**Run 1: metal 4**

Cells faint in the background.
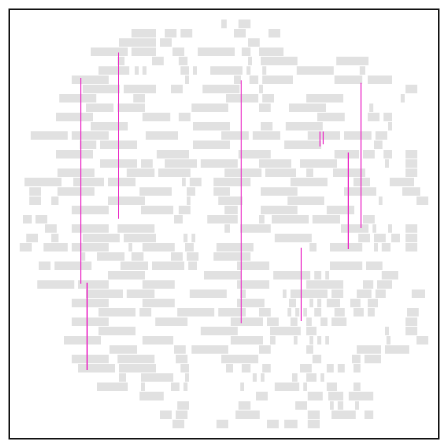
**Run 1: clock distribution**

The bar under the picture is 50 um long.
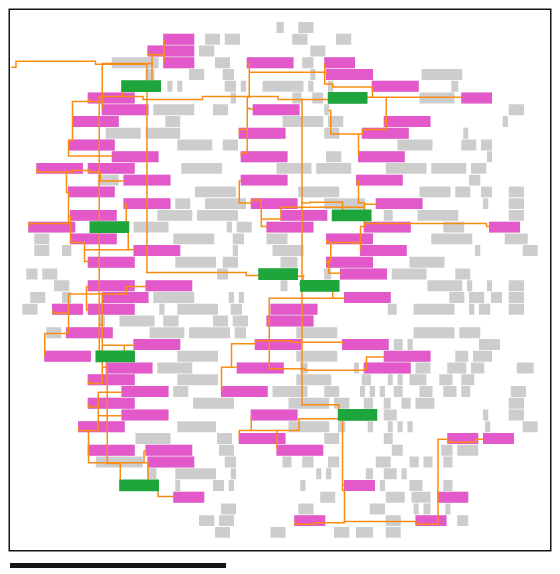
**Run 1: congestion heat map**

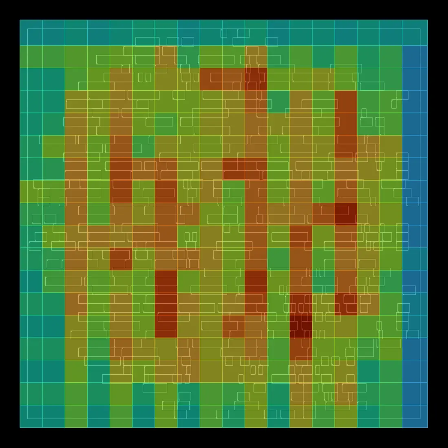
--- config.mk ---
export PLATFORM = sky130hd
export DESIGN_NAME = mips_regfile
export DESIGN_NICKNAME = d
export VERILOG_FILES = /design/src/rtl/mips_pkg.sv /design/src/rtl/mips_regfile_clear_seq.sv /design/src/rtl/mips_regfile.sv
export SDC_FILE = /design/constraint.sdc
export NUM_CORES = 1
export LEC_CHECK = 0
export CELL_PAD_IN_SITES_DETAIL_PLACEMENT = 1
export CELL_PAD_IN_SITES_GLOBAL_PLACEMENT = 1
export CORE_MARGIN = 2
export CORE_UTILIZATION = 30
export DETAILED_ROUTE_END_ITERATION = 8
export GPL_TIMING_DRIVEN = 0
export PLACE_DENSITY = 0.54
export SLEW_MARGIN = 20
export SYNTH_ARGS = -nofsm -noshare
export SYNTH_HDL_FRONTEND = slang
export SYNTH_HIERARCHICAL = 1
export SYNTH_SLANG_ARGS = --single-unit
--- constraint.sdc ---
create_clock -name clk -period 6.07 [get_ports clk]
set_clock_uncertainty 0.1 [all_clocks]
set_input_delay 1.214 -clock clk [delete_from_list [all_inputs] [get_ports clk]]
set_output_delay 1.214 -clock clk [all_outputs]
set_load 0.02 [all_outputs]
--- src/rtl/mips_pkg.sv ---
// rtl/mips_pkg.sv - shared types and default widths for the mips register file
package mips_pkg;

  localparam int MIPS_REG_ADDR_W = 3;
  localparam int MIPS_REG_DATA_W = 8;

  typedef enum logic [0:0] {
    ST_IDLE  = 1'b0,
    ST_CLEAR = 1'b1
  } state_e;

endpackage

--- src/rtl/mips_regfile_clear_seq.sv ---
// rtl/mips_regfile_clear_seq.sv - clear sequencer: zeroes one register per cycle
module mips_regfile_clear_seq
  import mips_pkg::*;
#(
  parameter int ADDR_W = MIPS_REG_ADDR_W
) (
  input  logic              i_clk,
  input  logic              i_rst,
  input  logic              i_clear,
  output logic              o_busy,
  output logic              o_clr_we,
  output logic [ADDR_W-1:0] o_clr_addr
);

  state_e            r_state;
  logic [ADDR_W-1:0] r_ptr;

  // Reset or a clear request (only honoured when idle) restarts the sweep at
  // entry 0; the sweep ends on the edge that clears the last entry.
  always_ff @(posedge i_clk) begin
    if (i_rst) begin
      r_state <= ST_CLEAR;
      r_ptr   <= '0;
    end else begin
      case (r_state)
        ST_IDLE: begin
          if (i_clear) begin
            r_state <= ST_CLEAR;
            r_ptr   <= '0;
          end
        end
        ST_CLEAR: begin
          r_ptr <= r_ptr + 1'b1;
          if (r_ptr == {ADDR_W{1'b1}}) begin
            r_state <= ST_IDLE;
          end
        end
        default: r_state <= ST_IDLE;
      endcase
    end
  end

  // The reset edge itself must not modify storage, so the strobe is gated by rst.
  assign o_busy     = (r_state == ST_CLEAR);
  assign o_clr_we   = o_busy & ~i_rst;
  assign o_clr_addr = r_ptr;

endmodule

--- src/rtl/mips_regfile.sv ---
// rtl/mips_regfile.sv - parametrised register file with forwarding, clear engine and debug port
module mips_regfile
  import mips_pkg::*;
#(
  parameter int ADDR_W   = MIPS_REG_ADDR_W,
  parameter int DATA_W   = MIPS_REG_DATA_W,
  parameter int ZERO_REG = 0
) (
  input  logic              clk,
  input  logic              rst,
  input  logic              RegWrite,
  input  logic [ADDR_W-1:0] WriteAddr,
  input  logic [DATA_W-1:0] WriteData,
  input  logic [ADDR_W-1:0] ReadAddr1,
  input  logic [ADDR_W-1:0] ReadAddr2,
  output logic [DATA_W-1:0] ReadData1,
  output logic [DATA_W-1:0] ReadData2,
  input  logic              clear,
  output logic              busy,
  output logic              WriteDrop,
  input  logic [ADDR_W-1:0] DbgAddr,
  output logic [DATA_W-1:0] DbgData
);

  localparam int NUM_REGS = 2 ** ADDR_W;

  logic [DATA_W-1:0] r_regs [NUM_REGS];
  logic              r_drop;
  logic [DATA_W-1:0] r_dbg;

  logic              w_busy;
  logic              w_clr_we;
  logic [ADDR_W-1:0] w_clr_addr;
  logic              w_zero_wr;
  logic              w_wr_ok;

  mips_regfile_clear_seq #(
    .ADDR_W(ADDR_W)
  ) u_clear_seq (
    .i_clk      (clk),
    .i_rst      (rst),
    .i_clear    (clear),
    .o_busy     (w_busy),
    .o_clr_we   (w_clr_we),
    .o_clr_addr (w_clr_addr)
  );

  assign w_zero_wr = (ZERO_REG != 0) && (WriteAddr == '0);
  assign w_wr_ok   = RegWrite & ~w_busy & ~w_zero_wr;

  // Storage: the clear sweep and writeback are mutually exclusive through busy.
  always_ff @(posedge clk) begin
    if (w_clr_we) begin
      r_regs[w_clr_addr] <= '0;
    end else if (w_wr_ok) begin
      r_regs[WriteAddr] <= WriteData;
    end
  end

  // Discarded-write flag and unforwarded debug snapshot, both one cycle late.
  always_ff @(posedge clk) begin
    if (rst) begin
      r_drop <= 1'b0;
      r_dbg  <= '0;
    end else begin
      r_drop <= RegWrite & (w_busy | w_zero_wr);
      r_dbg  <= r_regs[DbgAddr];
    end
  end

  // Read port 1: busy mask, then hardwired zero, then forwarding, then storage.
  always_comb begin
    ReadData1 = r_regs[ReadAddr1];
    if (w_busy || ((ZERO_REG != 0) && (ReadAddr1 == '0))) begin
      ReadData1 = '0;
    end else if (w_wr_ok && (WriteAddr == ReadAddr1)) begin
      ReadData1 = WriteData;
    end
  end

  // Read port 2: same priority as port 1.
  always_comb begin
    ReadData2 = r_regs[ReadAddr2];
    if (w_busy || ((ZERO_REG != 0) && (ReadAddr2 == '0))) begin
      ReadData2 = '0;
    end else if (w_wr_ok && (WriteAddr == ReadAddr2)) begin
      ReadData2 = WriteData;
    end
  end

  assign busy      = w_busy;
  assign WriteDrop = r_drop;
  assign DbgData   = r_dbg;

endmodule

==> CHANGELOG.md, run 1 <==
### Implementation results

- Switch share: between 20% and 30%
- Area after DPL: a little over 0.005 mm^2
- Largest net degree at the start of global routing: 13
- Max reg flops: 64
- Final setup viols: 0
- Reg area: 0.00218 mm^2
- Largest area contributor in the netlist: edfxtp_1
- Start point of the critical path: WriteAddr[0]
- MUX area fraction: 33.0%
- FP Rows: roughly 44
- Cell internal pwr: 1.02 mW
- Signal buf overhead: ~11%
- Hold endpoint: u_clear_seq/o_clr_addr[0]
- Status: finished, final reports clean
- Largest type area fraction: ~44%
- Clk power: between 0.5 and 0.6 mW
- Ys flops: between 70 and 80
- Bufs w/o clock: a little over 60
- First-pass GRT wire length: roughly 20 mm
- CP Cell Sequence: clkdlybuf4s50_1 > xnor2_1 > nand4_2 > buf_2 > a211oi_1 > clkdlybuf4s50_1
- Logic Gate Count: 166
- Max-slew headroom: between 20% and 30%
- Fp util: 30.5%
- Yosys Instances: around 270
- Area reported by Yosys stat: 0.00440 mm^2
- Worst hold start: u_clear_seq/o_clr_addr[0]
- WP buf/inv: 3
- Dominant cells by area after synthesis: edfxtp_1 (44%), mux4_1 (17%), mux4_2 (9.7%), dfxtp_1 (5.9%), mux2i_1 (5.7%)
- Hold_ws: approximately 0.48 ns
- Largest class: registers
- Setup Crit Path Kind: in2out
- Number of global-route vias before repair: slightly below 3000
- Detailed Place HPWL: slightly above 9 mm
- Setup TNS: 0 ns
- Worst-case reg-to-reg path depth: 5
- Die area: approximately 0.016 mm^2
- Drt drc: 0
- Post-CTS Setup Inserts: 0
- DR WL met2: slightly below 7 mm
- CP peak stage delay: 0.69 ns
- Top cells by count: edfxtp_1 (64), nor2_1 (34), mux4_1 (28)
- YS warnings: 6
- Logic share of the area: 37.5%
- Seq area share: 40.8%
- Clock network power share: a little over two fifths
- WP depth: 6
- Metal-1 WL: approximately 6.1 mm
- Post-route ant nets: 0
- Flops: roughly 77
- Post_cts resized: 0
- Final Instance Area: around 0.0054 mm^2
- Met1 Usage GRT: 23.9%
- Antenna violations before repair: 0
- Met3 WL: roughly 470 um
- Adder Area Share: less than 1%
- Die Ht: roughly 130 um
- Drt first pass iters: 4
- Layout cell share with drive strength beyond 1: 17.7%
- Hold path cells: 2
- Gate Area: 0.00201 mm^2
- Place WS: around 0.9 ns
- Top pwr grp: registers
- Critical path destination: ReadData2[0]
- Core box area: approximately 0.014 mm^2
- Fmax: 193 MHz
- Max Buffers Root-to-Sink: 2
- Clock root buffer: clkbuf_16
- Worst Path Max Fanout: 10
- Die width: 125 um
- Inverters: 2
- Comb group: around 0.15 mW
- Clock-cell share: slightly below 6%
- H-tree levels: 3
- GR Overflow Total: 0
- Simple-gate share of the synthesized area: roughly 6.9%
- Slew @ Worst Pin: approximately 1.2 ns
- Synth top cell by count: edfxtp_1
- Mapped Cells: around 270
- Power Sequential: 0.592 mW
- CP top delay family: buffers and inverters
- FF-to-FF End: r_regs[3][2]
- Xor-xnor portion of the synthesized cell area: around 1.2%
- Critical-path top delay cell: clkdlybuf4s50_1
- Required @ worst endpoint: about 4.8 ns
- CTS Buf Count: 9
- Fin crit share: between 80% and 90%
- Worst Setup End Kind: output port
- Syn_area_per_cell: about 17 um^2
- Area delta synth->final: 21.6%
- Syn nets: about 290
- Hold Fails Final Rpt: 0
- CP most frequent cell: clkdlybuf4s50_1
- Synthesized area: around 0.0044 mm^2
- Fillers: roughly 1400
Notes on 'metal 4' above:
main direction: vertical
wire length on this layer: 303 um
longest straight run: 70.7 um
nets with wire on the layer: 7
share of all routed wire: 2.2%
WL final: 13.6 mm
via count: 2809

Notes on 'clock distribution' above:
[orange] clock wires | length: 1150 um
[green] clock drivers | count: 9
[magenta] flip-flops | count: 77
routed clock nets: 10

Notes on 'congestion heat map' above:
post-layout util: 37.1%
WL/cell: 26.9 um
met3 global-route usage: 3.12%
met2 GRT Util: 29.0%

==> run 1: stage by stage <==
stage / cells / total power [mW]
after detailed placement: 490 / 0.751
after global routing: 506 / 1.37
final: 506 / 1.32
after CTS: 506 / 1.33
after global placement: 490 / 0.747
after floorplan: 266 / 0.694
==> run 1: cells in the final DEF (no fill, tap or decap), types with 3 or more instances in the layout <==
master	instances
mux2i_1	25
clkbuf_1	4
a211oi_1	16
and2_1	8
dfxtp_1	13
edfxtp_1	64
mux4_1	28
nor2b_1	3
clkdlybuf4s50_1	40
buf_6	3
nand2_1	5
clkbuf_8	6
a21oi_1	3
xnor2_1	6
clkbuf_16	9
buf_2	4
mux4_2	19
nor2_1	32
**Run 1: pin map**

Pins as bars across the die edge, other pins in grey.
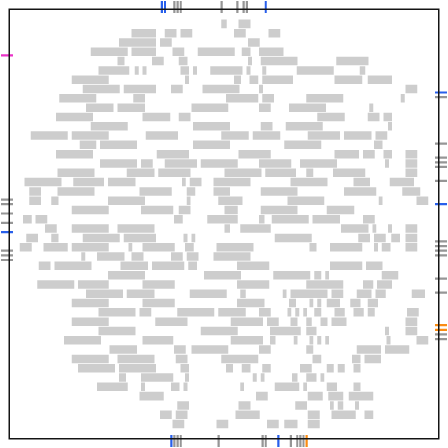

==> inputs of run 2 (changes only) <==
--- a/config.mk
+++ b/config.mk
@@ -7,7 +7,6 @@
 export LEC_CHECK = 0
 export CELL_PAD_IN_SITES_DETAIL_PLACEMENT = 1
 export CELL_PAD_IN_SITES_GLOBAL_PLACEMENT = 1
-export CORE_MARGIN = 2
 export CORE_UTILIZATION = 30
 export DETAILED_ROUTE_END_ITERATION = 8
 export GPL_TIMING_DRIVEN = 0
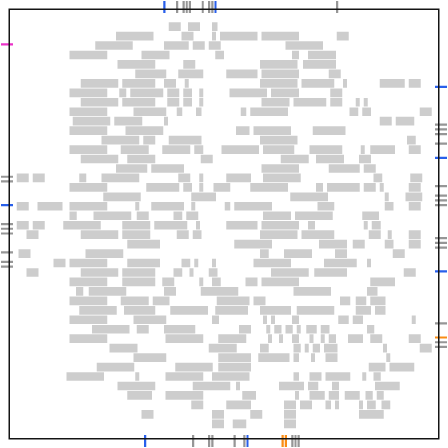
**Above:** run 2 (pin map).
Pins as bars across the die edge, other pins in grey.
[blue] DbgData | pins: 8 | direction: output | edge: 3 right, 2 bottom, 2 top, 1 left
[orange] WriteAddr | pins: 3 | direction: input | edge: 2 bottom, 1 right
[magenta] clk | pins: 1 | direction: input | edge: left
port buffer count: 40
die width: 123 um

==> run 2 against run 1 <==
Critical endpoint is now ReadData2[4]; via count fell by 4.1%; total power rose by 3.9%; register-to-register slack improved by 0.11 ns; clock-buffer cell count fell by 1; core utilization rose by 1.1 points; critical path depth did not move; global-route usage fell by 0.12 points; synthesized area did not move; clock power rose by 9.3%; routed wire length fell by 7.2%; sequential share of layout area fell by 0.23 points.
==> CHANGELOG.md, run 2 <==
### Implementation results

- Setup TNS: 0 ns (unchanged)
- Signal buf overhead: 11.3% (-0.063 points)
- Final setup viols: 0 (unchanged)
- Tap Count: 180
- Final non-filler cell total: 502 (-0.79%)
- Largest class: registers
- Largest type area fraction: 43.7% (unchanged)
- Power density cells: 254 mW/mm^2
- Ys flops: 77 (unchanged)
- Start point of the critical path: WriteAddr[0]
- Top cells excl fill/tap: edfxtp_1 (64), clkdlybuf4s50_1 (40), nor2_1 (31)
- Syn nets: 292 (unchanged)
- Clock root buffer: clkbuf_16
- Fp util: 31.2% (+0.71 points)
- Max-slew headroom: 27.4% (+6.4 points)
- Setup Crit Path Kind: in2out
- Post_cts resized: 0 (unchanged)
- Flops: 77 (unchanged)
- CTS Buf Count: 9 (unchanged)
- Critical path destination: ReadData2[4]
- Die area: 0.0152 mm^2 (-3.2%)
- Switch share: 22.0% (-0.27 points)
- Drt first pass iters: 4 (unchanged)
- Clock network power share: 46.3% (+2.3 points)
- YS warnings: 6 (unchanged)
- Layout cell share with drive strength beyond 1: 18.6% (+0.93 points)
- Via count: 2694 (-4.1%)
- Slew @ Worst Pin: 1.08 ns (-0.0957 ns)
- Seq area share: 40.5% (-0.23 points)
- Switching pwr: between 0.3 and 0.4 mW
- Area after DPL: 0.00503 mm^2 (unchanged)
- FP Rows: 43 (-2.3%)
- Worst-case reg-to-reg path depth: 5 (unchanged)
- Power Total: 1.37 mW (+3.9%)
- Detailed Place HPWL: 8.52 mm (-6.6%)
- Clk power: 0.634 mW (+9.3%)
- Comb group: 0.144 mW (about the same)
- Area reported by Yosys stat: 0.00440 mm^2 (unchanged)
- Synth top cell by count: edfxtp_1
- Post-CTS Setup Inserts: 0 (unchanged)
- Top pwr grp: clock
- Area delta synth->final: 22.3%
- Logic Gate Count: 166 (unchanged)
- Antenna violations before repair: 0 (unchanged)
- Top cells by count: edfxtp_1 (64), nor2_1 (34), mux4_1 (28)
- Final Instance Area: 0.00538 mm^2 (+0.56%)
- Number of global-route vias before repair: 2785 (-6.1%)
- Async S/R FF share, synth: 0%
- Worst Path Max Fanout: 10 (unchanged)
- Hold path cells: 2 (unchanged)
- FF-to-FF End: r_regs[1][4]
- Post-route ant nets: 0 (unchanged)
- H-tree levels: 3 (unchanged)
- Fmax: 198 MHz (+2.9%)
- Hold Fails Final Rpt: 0 (unchanged)
- Core box area: 0.0141 mm^2 (-2.3%)
- Status: finished, final reports clean
- WL/cell: 25.2 um (-6.5%)
- Cells after DPL: 486 (-0.82%)
- First-pass GRT wire length: 18.1 mm (-8.3%)
- Bufs w/o clock: 61 (unchanged)
- Mapped Cells: 266 (unchanged)
- Fin crit share: 83.0% (-2.4 points)
- Power Sequential: 0.592 mW (about the same)
- Dominant cells by area after synthesis: edfxtp_1 (44%), mux4_1 (17%), mux4_2 (9.7%), dfxtp_1 (5.9%), mux2i_1 (5.7%)
- Max Buffers Root-to-Sink: 2 (unchanged)
- GR Overflow Total: 0 (unchanged)
- Largest area contributor in the netlist: edfxtp_1
- Worst hold start: u_clear_seq/o_clr_addr[0]
- Largest net degree at the start of global routing: 14 (+1)
- Syn_area_per_cell: 16.5 um^2 (unchanged)
- Yosys Instances: 266 (unchanged)
- WL final: 12.6 mm (-7.2%)
- Gate Area: 0.00201 mm^2 (+0.13%)
- Required @ worst endpoint: 4.76 ns (about the same)
- Logic share of the area: 37.3% (-0.16 points)
- Clock-cell share: 6.49% (+0.57 points)
- Cell internal pwr: 1.07 mW (+4.2%)
- Place WS: 1.08 ns (+0.181 ns)
- Top cell excl fill/tap: edfxtp_1
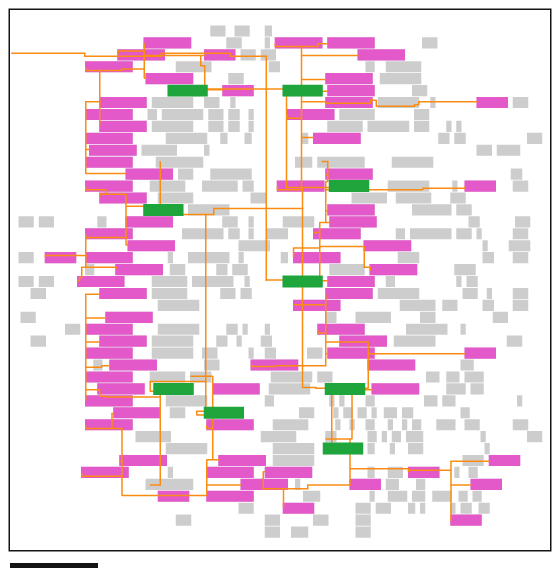
**Above:** run 2 (clock distribution).
The bar under the picture is 20 um long.
[orange] clock wires | length: 1150 um
[green] clock drivers | count: 9
[magenta] flip-flops | count: 77
routed clock nets: 10

## run 2: logic make-up after synthesis
group / after synthesis / synth area share (%)
compound gates: 24 / 3.87
xor+xnor: 6 / 1.19
fa+ha+maj: 2 / 0.569
buf+inv: 23 / 4.89
flops: 77 / 49.6
mux: 74 / 33.0
simple gates: 60 / 6.91
## run 2: layer usage
layer / vias to the layer above / GRT usage (%) / part of all wire (%)
li1: 1208 / - / -
met1: 1412 / 22.3 / 44
met2: 61 / 30.7 / 50
met3: 13 / 3.97 / 4.0
met4: 0 / 5.20 / 1.5
met5: - / 0 / 0
## run 2: critical path: stages
cell,delay (ns)
clkdlybuf4s50_1,0.61
xnor2_1,0.17
nand4_2,0.30
buf_2,0.33
a211oi_1,0.42
clkdlybuf4s50_1,0.69
Power and IR drop assume default switching activity.
